met1.png
(3 px per um) Supply wires on this layer in gray.
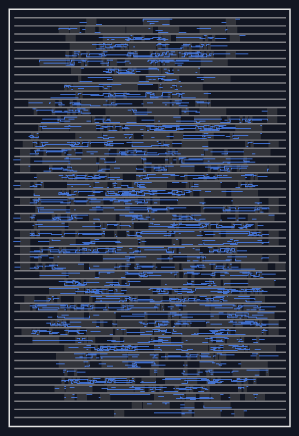
met2.png
(3 px per um)
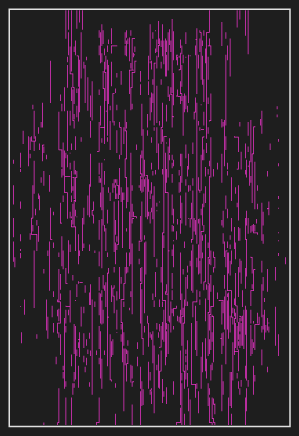
`src/rtl/subgen_pkg.sv`:
```
// subgen_pkg: shared defaults, stage-count helper and stage record for subgen_pipe
package subgen_pkg;
    localparam int SUB_SIZE  = 16;
    localparam int SUB_CHUNK = 4;

    function automatic int stages(input int size, input int chunk);
        return size / chunk;
    endfunction

    typedef struct packed {
        logic                valid;
        logic                borrow;
        logic [SUB_SIZE-1:0] res;
        logic [SUB_SIZE-1:0] ra;
        logic [SUB_SIZE-1:0] rb;
    } stage_t;
endpackage

```
`src/rtl/subgen_chunk.sv`:
```
// subgen_chunk: combinational CHUNK-bit ripple-borrow subtractor
//   x, y : chunk operands     bin : borrow in
//   d    : x - y - bin        bout: borrow out
module subgen_chunk
    import subgen_pkg::*;
#(
    parameter int CHUNK = SUB_CHUNK
) (
    input  logic [CHUNK-1:0] x,
    input  logic [CHUNK-1:0] y,
    input  logic             bin,
    output logic [CHUNK-1:0] d,
    output logic             bout
);
    logic [CHUNK:0] t;
    assign t    = {1'b0, x} - {1'b0, y} - {{CHUNK{1'b0}}, bin};
    assign d    = t[CHUNK-1:0];
    assign bout = t[CHUNK];
endmodule

```
`src/rtl/subgen_pipe.sv`:
```
// subgen_pipe: registered borrow-pipelined subtractor, diff = a - b - bi
//   clk, rst (async, active-high)
//   in_valid/in_ready, a, b, bi : operand handshake
//   out_valid/out_ready, diff, bo: result handshake, all outputs from flops
//   SUBGEN_SAT_EN: clamp diff to 0 on underflow (bo still reports 1)
module subgen_pipe
    import subgen_pkg::*;
#(
    parameter int SIZE  = SUB_SIZE,
    parameter int CHUNK = SUB_CHUNK
) (
    input  logic            clk,
    input  logic            rst,
    input  logic            in_valid,
    output logic            in_ready,
    input  logic [SIZE-1:0] a,
    input  logic [SIZE-1:0] b,
    input  logic            bi,
    output logic            out_valid,
    input  logic            out_ready,
    output logic [SIZE-1:0] diff,
    output logic            bo
);
    localparam int ST = stages(SIZE, CHUNK);

    typedef struct packed {
        logic            valid;
        logic            borrow;
        logic [SIZE-1:0] res;
        logic [SIZE-1:0] ra;
        logic [SIZE-1:0] rb;
    } pipe_t;

    pipe_t st [ST+1];
    pipe_t r0;
    logic  adv;

    // the whole pipe moves as one; a stalled output freezes every stage
    assign adv       = out_ready | ~st[ST].valid;
    assign in_ready  = adv;
    assign out_valid = st[ST].valid;
    assign diff      = st[ST].res;
    assign bo        = st[ST].borrow;
    assign st[0]     = r0;

    always_ff @(posedge clk or posedge rst)
        if (rst)
            r0 <= '0;
        else if (adv)
            r0 <= '{valid: in_valid, borrow: bi, res: '0, ra: a, rb: b};

    for (genvar s = 1; s <= ST; s++) begin : g_st
        logic [CHUNK-1:0] d;
        logic             bout;
        pipe_t            n;
        pipe_t            r;
        subgen_chunk #(.CHUNK(CHUNK)) u_chunk (
            .x   (st[s-1].ra[CHUNK-1:0]),
            .y   (st[s-1].rb[CHUNK-1:0]),
            .bin (st[s-1].borrow),
            .d   (d),
            .bout(bout)
        );
        // unprocessed operand bits shift down so the next chunk is always at the bottom
        always_comb begin
            n                            = st[s-1];
            n.borrow                     = bout;
            n.res[(s-1)*CHUNK +: CHUNK]  = d;
            n.ra                         = st[s-1].ra >> CHUNK;
            n.rb                         = st[s-1].rb >> CHUNK;
`ifdef SUBGEN_SAT_EN
            if (s == ST && bout)
                n.res = '0;
`endif
        end
        always_ff @(posedge clk or posedge rst)
            if (rst)
                r <= '0;
            else if (adv)
                r <= n;
        assign st[s] = r;
    end
endmodule
```
`config.mk`:
```
export PLATFORM = sky130hd
export DESIGN_NAME = subgen_pipe
export DESIGN_NICKNAME = d
export VERILOG_FILES = /design/src/rtl/subgen_pkg.sv /design/src/rtl/subgen_chunk.sv /design/src/rtl/subgen_pipe.sv
export SDC_FILE = /design/constraint.sdc
export NUM_CORES = 1
export LEC_CHECK = 0
export CAP_MARGIN = 20
export CORE_ASPECT_RATIO = 1.5
export CORE_UTILIZATION = 45
export CTS_BUF_LIST = sky130_fd_sc_hd__clkbuf_4
export DETAILED_ROUTE_END_ITERATION = 16
export GPL_ROUTABILITY_DRIVEN = 0
export PLACE_DENSITY = 0.67
export SETUP_SLACK_MARGIN = 0.5
export SYNTH_ARGS = -nofsm -noshare
export SYNTH_HDL_FRONTEND = slang
export SYNTH_SLANG_ARGS = --single-unit
```
`constraint.sdc`:
```
create_clock -name clk -period 5.3 [get_ports clk]
set_clock_uncertainty 0.1 [all_clocks]
set_input_delay 1.06 -clock clk [delete_from_list [all_inputs] [get_ports clk]]
set_output_delay 1.06 -clock clk [all_outputs]
set_load 0.05 [all_outputs]
```
==> run notes <==
impl run done, here's what came out: TritonCTS clock tree yes, biggest cell delay along the critical path 830 ps, TritonRoute pass-1 iters 5, number of buffers on the longest clock path 2, share of async-settable or async-resettable flops after synthesis 100.0%, Tool Warnings 30, Remaining Overflow, GRT 0, predominant post-synthesis flop cell dfrtp_1, biggest area contributors in the synthesized netlist dfrtp_1 58%, nand2_1 21%, ha_1 4.5%, cell area after placement just over 6000 sq um, hold wc startpoint g_st[3].r[49], run status finished, final reports clean, crit path time final 3687 ps, buffers inserted by post-CTS timing repair 0, layout net count roughly 730, Max Transition Viols Final 0, number of global-route vias before repair a little under 4k, capturing instance or port of the critical path in_ready, power in sequential cells 1.65 mW, most frequent logic cells in the routed design 310 x nand2_1, 130 x dfrtp_1, 55 x clkdlybuf4s50_1, capture point of the worst reg-to-reg path diff[15], Register-to-Register Path Depth 6, Inserted Clock Buffers 17, area added between synthesis and finish 15.56%, top layer reached by signal wires met4, category of the worst setup path launch point primary input, number of filler cells placed in the layout 1,131, number of distinct library cells after synthesis 26, width of the chip between 90 and 100 um, number of instances in the synthesized netlist 614, smallest setup slack after layout 1613 ps, proportion of power drawn by combinational gates 44.2%, area taken by flip-flops and latches 3253 sq um, quantity of hold-fixing buffers added after cts 0, EDFF count, synth 0, share of total power consumed by net switching 40.61%, most common cell after layout, fill and taps aside nand2_1, total cells reported by yosys after synthesis 614, crit path capture type primary output, Vias/cell 4.708, CTS clk-pin slew, worst paths around 100 ps, Total GRT Usage 17.01%, Setup crit start out_ready, main power-consuming group combinational cells, wire per inst between 10 and 15 um, Setup Viol. Count Final 0, total power per unit cell area slightly above 600 nW/um^2, final critical-path share of the clock period 69.56%, Core Footprint 12,080 sq um, remaining antenna violation count 0, clock latency at the later pin of the worst-skew pair 510 ps, largest net degree at the start of global routing approximately 110, path class of the lowest-slack min-delay path flip-flop to flip-flop, count of routing violations after the opening detailed-route iteration 138, final hold violations 0, number of sinks driven by the clock tree 130, root cell of the clock tree clkbuf_4, IO Count 56, Max VDD drop 0.0001762 V, fraction of power consumed by sequential logic 41.6%, worst setup slack for register-to-register paths 2820 ps, met2 WL post-DR 5005 um, reported clock group power 562 uW, share of final-layout standard cells stronger than drive strength 1 5.037%, Arrival @ worst endpoint 2530 ps, row count around 49, net load switching power between 1.5 and 2 mW, cell-internal power 2.350 mW, fp_density 46.33%, quantity of I/O buffers inserted on ports ~55, sequential cell area fraction in the yosys report 58.14%, top cell type by total area after synthesis dfrtp_1, relative slew slack a little under two fifths, synthesis area per yosys 5595 sq um, number of cells traversed by the worst hold path 2, number of DRC violations after detailed routing 0, highest clock rate 0.2712 GHz, Syn. warnings 0, data required time of the critical path 4140 ps, count of state elements after synthesis 130, Synth top area share around three fifths, worst r2r src out_valid, cell leakage power around 3.3 nW, Worst Setup Slack post-DPL approximately 1600 ps, total half-perimeter wirelength after legalization and detailed placement 6402 um, cell breakdown of the critical path clkdlybuf4s50_1, nor2b_4, inv_4, clkdlybuf4s50_1, Slew @ Worst Pin 945.3 ps, wire length of the first global-routing pass 17,340 um, cell mode on critical path clkdlybuf4s50_1, Post-Synthesis Net Count 679, routed length on met3 roughly 300 um, maximum fanout along the worst path 2, non-filler instance count after layout between 800 and 900, Post-Syn Area per Cell 9.113 sq um, number of cells in the design after placement 798, final cell area excluding filler cells between 6000 and 7000 sq um, critical-path cell with the highest stage delay clkdlybuf4s50_1, height of the chip 138.6 um, area taken by multi-input logic gates 2041 sq um, share of total power in the clock network between 10% and 20%, synthesized cell area roughly 5600 sq um, Max-cap violations 0, setup TNS 0 ps, setup repair after global routing missed its margin false, number of antenna violations at the first check in global routing 1, comb pwr 1.75 mW, class of the most critical setup path primary input to primary output, area enclosed by the die boundary 12,890 sq um, H-tree levels 4, Gates resized, CTS repair 0, hold slack final 368.4 ps, Met1 Wirelength 4221 um
## Picture notes: met1.png
The longest straight run is 34.5 um. The wires run mostly horizontal. The layer holds 44% of the routed length.
GR Layer Usage met1: 19.74%
detailed-route via count: 3,903

## Picture notes: met2.png
The longest straight run is 46.9 um. The wires run mostly vertical.
met2 global-route usage: 29.80%
DRT Wirelength: 9674 um

flip-flops by register name (all words and copies together), names as in the netlist:
name and flops:
bo 1, diff 16, g_st.n 25, g_st.r 78, out_valid 1, r0 9
synth_stat cells, types with 4 or more instances:
master,number
and4_1,4
nand2b_1,5
o211ai_1,5
clkbuf_1,6
inv_1,42
fa_1,8
a21oi_1,6
nand2_1,310
buf_2,22
o21ai_0,23
a31oi_1,4
nor2_1,8
dfrtp_1,130
ha_1,20
cell families (layout without fill, tap and decap cells):
logic type,Yosys count,count (layout),share of synthesized area [%]
AND-OR/OR-AND,47,47,5.076
XOR/XNOR,4,4,0.6262
other,0,1,0
adder cells (fa/ha/maj),28,28,7.334
buffers and inverters,71,132,5.389
AND/OR/NAND/NOR,334,334,23.43
flip-flops,130,130,58.14
worst max-delay path, delay by kind of cell:
| family | cells | cell delay [ps] |
|---|---|---|
| buffers and inverters | 3 | 1400 |
| and+or+nand+nor | 1 | 60 |
worst min path at each step:
stage                         end  slack [ps]
finish              g_st[3].r[49]         370
global route              diff[0]         390
CTS                 g_st[3].r[49]         380
detailed placement  g_st[3].r[49]         350
global placement    g_st[1].r[27]         350
floorplan           g_st[3].r[49]         330
layer usage:
layer / vias up / GRT usage, %
li1: 2004 / -
met2: 69 / 29.80
met5: - / 0
met1: 1817 / 19.74
met3: 13 / 4.167
met4: 0 / 6.721
area by class of cell:
class,count,share of cell area (%)
inverters,42,2.554
clock buffers,21,2.438
repair buffers,60,9.094
clock inverters,9,1.045
flip-flops and latches,130,50.31
diodes,1,0.03870
well taps,153,2.961
multi-input cells,413,31.56
stage by stage:
stage | utilization (%) | total power, mW
after floorplan | - | 2.972
after global placement | 51.65 | 3.355
after detailed placement | 51.65 | 3.438
after CTS | 53.52 | 4.020
after global routing | 53.54 | 4.335
final | 53.54 | 3.956
No activity file was given, so power comes from the tool's default toggle rates.
